==> src/rtl/uart_pkg.sv <==
// -----------------------------------------------------------------------------
// uart_pkg
// Shared definitions for the UART transmit engine and its bit timer:
//   - uart_state_e : frame FSM state encoding
//   - legal parameter ranges for DATA_W, STOP_BITS and OVERSAMPLE
//   - BIT_CNT_W    : width of the per-frame bit counter (data bits / stop bits)
//   - parity_bit() : parity over a zero-extended data word
// -----------------------------------------------------------------------------
package uart_pkg;

  typedef enum logic [2:0] {
    ST_IDLE   = 3'd0,
    ST_START  = 3'd1,
    ST_DATA   = 3'd2,
    ST_PARITY = 3'd3,
    ST_STOP   = 3'd4,
    ST_BREAK  = 3'd5
  } uart_state_e;

  localparam int DATA_W_MIN     = 5;
  localparam int DATA_W_MAX     = 9;
  localparam int STOP_BITS_MIN  = 1;
  localparam int STOP_BITS_MAX  = 2;
  localparam int OVERSAMPLE_MIN = 2;
  localparam int OVERSAMPLE_MAX = 256;

  // Counts up to DATA_W_MAX-1 data bits or STOP_BITS_MAX-1 stop bits.
  localparam int BIT_CNT_W = 4;

  // Zero-extension does not change the XOR reduction, so narrower words can
  // be passed in widened to DATA_W_MAX.
  function automatic logic parity_bit(input logic [DATA_W_MAX-1:0] data,
                                      input logic                  odd);
    return (^data) ^ odd;
  endfunction

endpackage

==> src/rtl/uart_bit_timer.sv <==
// -----------------------------------------------------------------------------
// uart_bit_timer
// Free-running OVERSAMPLE-cycle counter used to time one serial bit. Held at
// zero while clear is high; otherwise counts 0..OVERSAMPLE-1 and wraps.
// Shared between the transmitter and a future receiver.
//
// Ports:
//   clk_tf    in   transmit clock
//   rst_n_tf  in   asynchronous active-low reset
//   clear     in   hold the counter at 0 (no bit in progress)
//   bit_end   out  high on the last cycle of a bit (combinational)
// -----------------------------------------------------------------------------
module uart_bit_timer #(
  parameter int OVERSAMPLE = 16
) (
  input  logic clk_tf,
  input  logic rst_n_tf,
  input  logic clear,
  output logic bit_end
);

  localparam int                CNT_W    = $clog2(OVERSAMPLE);
  localparam logic [CNT_W-1:0]  LAST_CNT = CNT_W'(OVERSAMPLE - 1);

  logic [CNT_W-1:0] count;

  assign bit_end = !clear && (count == LAST_CNT);

  // NOTE: state is updated with non-blocking assignments so every flop samples
  // pre-edge values regardless of the order the simulator evaluates blocks.
  always_ff @(posedge clk_tf or negedge rst_n_tf) begin
    if (!rst_n_tf) begin
      count <= '0;
    end else if (clear || bit_end) begin
      count <= '0;
    end else begin
      count <= count + CNT_W'(1);
    end
  end

endmodule

==> src/rtl/uart_tx_frame.sv <==
// -----------------------------------------------------------------------------
// uart_tx_frame
// Parametrised UART transmit engine: start bit, DATA_W data bits LSB first,
// optional parity, STOP_BITS stop bits, each bit OVERSAMPLE clk_tf cycles long.
// Words arrive over a valid/ready handshake; a word accepted on the last stop
// cycle starts the next frame with no idle gap. tx_break holds the line low.
//
// Ports:
//   clk_tf          in   transmit clock
//   rst_n_tf        in   asynchronous active-low reset
//   tx_valid        in   upstream has a word on tx_data
//   tx_data         in   word to send (DATA_W bits, LSB first)
//   tx_ready        out  word accepted this cycle when tx_valid is high
//   tx_break        in   request line break (sampled only when idle)
//   transmitter_tx  out  serial line, idle high (registered)
//   tx_busy         out  frame or break in progress (registered)
//   tx_done         out  one-cycle pulse after the last stop cycle (registered)
// -----------------------------------------------------------------------------
module uart_tx_frame
  import uart_pkg::*;
#(
  parameter int DATA_W     = 8,
  parameter int OVERSAMPLE = 16,
  parameter int PARITY_EN  = 0,
  parameter int PARITY_ODD = 0,
  parameter int STOP_BITS  = 1
) (
  input  logic              clk_tf,
  input  logic              rst_n_tf,
  input  logic              tx_valid,
  input  logic [DATA_W-1:0] tx_data,
  output logic              tx_ready,
  input  logic              tx_break,
  output logic              transmitter_tx,
  output logic              tx_busy,
  output logic              tx_done
);

  if (DATA_W < DATA_W_MIN || DATA_W > DATA_W_MAX ||
      STOP_BITS < STOP_BITS_MIN || STOP_BITS > STOP_BITS_MAX ||
      OVERSAMPLE < OVERSAMPLE_MIN || OVERSAMPLE > OVERSAMPLE_MAX ||
      PARITY_EN < 0 || PARITY_EN > 1 || PARITY_ODD < 0 || PARITY_ODD > 1)
  begin : g_bad_params
    $error("uart_tx_frame: illegal parameter combination");
  end

  localparam logic [BIT_CNT_W-1:0] LAST_DATA = BIT_CNT_W'(DATA_W - 1);
  localparam logic [BIT_CNT_W-1:0] LAST_STOP = BIT_CNT_W'(STOP_BITS - 1);

  uart_state_e          state;
  logic [BIT_CNT_W-1:0] bit_cnt;
  logic [DATA_W-1:0]    shift_q;
  logic                 parity_q;
  logic                 bit_end;
  logic                 timer_clear;
  logic                 accept;

  // The bit timer only runs while a frame is on the line.
  assign timer_clear = (state == ST_IDLE) || (state == ST_BREAK);

  uart_bit_timer #(
    .OVERSAMPLE (OVERSAMPLE)
  ) u_bit_timer (
    .clk_tf   (clk_tf),
    .rst_n_tf (rst_n_tf),
    .clear    (timer_clear),
    .bit_end  (bit_end)
  );

  // Ready in IDLE, or on the very last stop cycle so frames can abut.
  // Gated by reset so the handshake reads 0 while the engine is held.
  assign tx_ready = rst_n_tf && !tx_break &&
                    ((state == ST_IDLE) ||
                     (state == ST_STOP && bit_cnt == LAST_STOP && bit_end));
  assign accept   = tx_valid && tx_ready;

  always_ff @(posedge clk_tf or negedge rst_n_tf) begin
    if (!rst_n_tf) begin
      state          <= ST_IDLE;
      bit_cnt        <= '0;
      shift_q        <= '0;
      parity_q       <= 1'b0;
      transmitter_tx <= 1'b1;
      tx_busy        <= 1'b0;
      tx_done        <= 1'b0;
    end else begin
      // NOTE: default-low here makes tx_done a single-cycle pulse; the STOP
      // branch overrides it only on the final stop cycle.
      tx_done <= 1'b0;

      case (state)
        ST_IDLE: begin
          if (tx_break) begin
            state          <= ST_BREAK;
            transmitter_tx <= 1'b0;
            tx_busy        <= 1'b1;
          end
        end

        ST_BREAK: begin
          if (!tx_break) begin
            state          <= ST_IDLE;
            transmitter_tx <= 1'b1;
            tx_busy        <= 1'b0;
          end
        end

        ST_START: begin
          if (bit_end) begin
            state          <= ST_DATA;
            bit_cnt        <= '0;
            transmitter_tx <= shift_q[0];
            shift_q        <= shift_q >> 1;
          end
        end

        ST_DATA: begin
          if (bit_end) begin
            if (bit_cnt == LAST_DATA) begin
              bit_cnt <= '0;
              if (PARITY_EN != 0) begin
                state          <= ST_PARITY;
                transmitter_tx <= parity_q;
              end else begin
                state          <= ST_STOP;
                transmitter_tx <= 1'b1;
              end
            end else begin
              bit_cnt        <= bit_cnt + BIT_CNT_W'(1);
              transmitter_tx <= shift_q[0];
              shift_q        <= shift_q >> 1;
            end
          end
        end

        ST_PARITY: begin
          if (bit_end) begin
            state          <= ST_STOP;
            bit_cnt        <= '0;
            transmitter_tx <= 1'b1;
          end
        end

        ST_STOP: begin
          if (bit_end) begin
            if (bit_cnt == LAST_STOP) begin
              tx_done <= 1'b1;
              state   <= ST_IDLE;
              tx_busy <= 1'b0;
            end else begin
              bit_cnt <= bit_cnt + BIT_CNT_W'(1);
            end
          end
        end

        default: begin
          state          <= ST_IDLE;
          transmitter_tx <= 1'b1;
          tx_busy        <= 1'b0;
        end
      endcase

      // A handshake (IDLE or last stop cycle) overrides the branch above and
      // launches the next frame; the word is captured here and never re-read.
      if (accept) begin
        state          <= ST_START;
        bit_cnt        <= '0;
        shift_q        <= tx_data;
        parity_q       <= parity_bit(DATA_W_MAX'(tx_data), 1'(PARITY_ODD));
        transmitter_tx <= 1'b0;
        tx_busy        <= 1'b1;
      end
    end
  end

endmodule
==> config.mk <==
export PLATFORM = sky130hd
export DESIGN_NAME = uart_tx_frame
export DESIGN_NICKNAME = d
export VERILOG_FILES = /design/src/rtl/uart_pkg.sv /design/src/rtl/uart_bit_timer.sv /design/src/rtl/uart_tx_frame.sv
export SDC_FILE = /design/constraint.sdc
export NUM_CORES = 1
export LEC_CHECK = 0
export CAP_MARGIN = 10
export CORE_AREA = 4 4 57 59
export CTS_CLUSTER_DIAMETER = 120
export DETAILED_ROUTE_END_ITERATION = 10
export DIE_AREA = 0 0 61 63
export PLACE_DENSITY = 0.7
export SETUP_SLACK_MARGIN = 0.3
export SLEW_MARGIN = 40
export SYNTH_ARGS = -nofsm -noshare
export SYNTH_HDL_FRONTEND = slang
export SYNTH_SLANG_ARGS = --single-unit
==> constraint.sdc <==
create_clock -name clk_tf -period 3.2 [get_ports clk_tf]
set_clock_uncertainty 0.15 [all_clocks]
set_input_delay 0.32 -clock clk_tf [delete_from_list [all_inputs] [get_ports clk_tf]]
set_output_delay 0.32 -clock clk_tf [all_outputs]
set_load 0.03 [all_outputs]
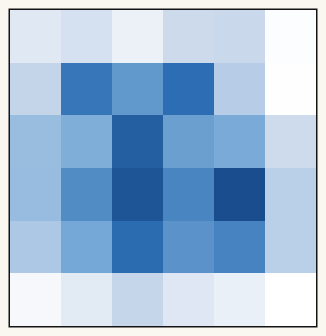
Fig. 1. Cell area per tile.
The die is cut into 6 by 6 equal tiles; white is low, dark blue is high, 0 to 100% covered.
nearly empty tiles: 8.3%
emptiest ninth of the die: top right
fullest tile: 88%
tiles over 75% full: 14%
mean over tiles: 39%
Final Util: 0.567
Pre-Place Util: 0.485
core area: 0.00271 mm2

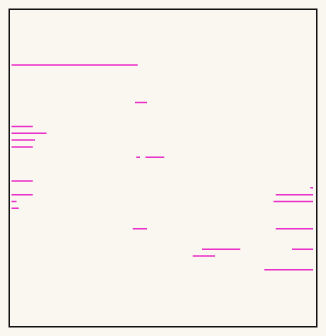
Fig. 2. Signal wires on met3.
wire length on this layer: 109 um
longest straight run: 24.8 um
main direction: horizontal
share of all routed wire: 4.0%
total wire length: 2700 um
detailed-route via count: 999
global-route met3 utilization: 0.0248

==> results.json <==
{
  "grt_antenna_before_repair": 0,
  "place_inst": 172,
  "max_stage_delay_ns": 0.50,
  "ff_count": 22,
  "clkCellAreaFrac": 0.0236,
  "post-cts-setup-buffers": 0,
  "required_ns": 2.73,
  "wl_met1_um": 1120,
  "post-route-period-util": 0.859,
  "power_uw": 460,
  "routed_via_density": 5.68,
  "worstPathArrival_ns": 2.28,
  "status": "complete, no violations",
  "grt_pass1_vias": 1117,
  "n_fill_cell": 249,
  "dp.final_hpwl_um": 2090,
  "clkSlewWorstSetupHoldPaths_ns": 0.13,
  "grt_first_pass_wirelength_um": 4690,
  "finalSetupViolCount": 0,
  "fin_ws_ns": 0.452,
  "crit_path_max_fanout": 4,
  "final_cell_mix": "dfrtp_1, clkdlybuf4s50_1, nor2_1, o21ai_0",
  "hold_violations": 0,
  "grt_max_degree": 16,
  "worstSetupPathDepth": 6,
  "seq-power_uw": 278,
  "area_leaders": "dfrtp_1, mux2_2, mux2_1, o21ai_0, ha_1",
  "hold_path_class": "in -> async",
  "met2_length_um": 1430,
  "p_sw_uw": 98.2,
  "layout.cells.non_filler": 176,
  "yosys-dominant-comb-family": "simple AND/OR/NAND/NOR gates",
  "path_cells": "inv_1 -> ha_1 -> or3b_2 -> o21ai_2 -> and4b_1 -> clkdlybuf4s15_1",
  "startpoint": "bit_cnt[0]$_DFFE_PN0P_",
  "comb_power_uw": 25.0,
  "dpl_cell_area_mm2": 0.00150,
  "synth_seq_share": 0.420
}
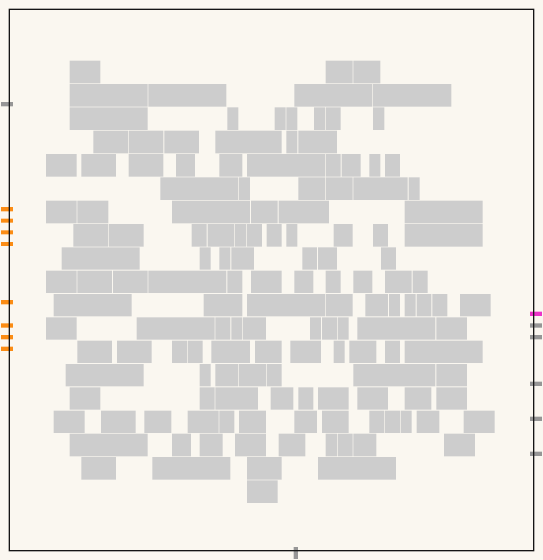
Fig. 3. Ports around the boundary.
Pins as bars across the die edge, other pins in gray.
| color | port | pins | direction | edge |
|---|---|---|---|---|
| orange | tx_data | 8 | input | left |
| magenta | tx_valid | 1 | input | right |
Die Y-Extent: 63 um
die width: 61 um
port bufs: 15

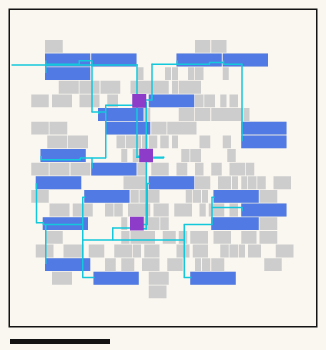
Fig. 4. Clock distribution.
Scale bar: 20 um.
[purple] clock-net drivers | count: 3
[cyan] clock wires | length: 295 um
[blue] flip-flops | count: 22
routed clock nets: 4
P_clk: 157 uW
clk ins delay skew pair: 0.31 ns
clock power share: 0.341

Power and IR drop assume default switching activity.
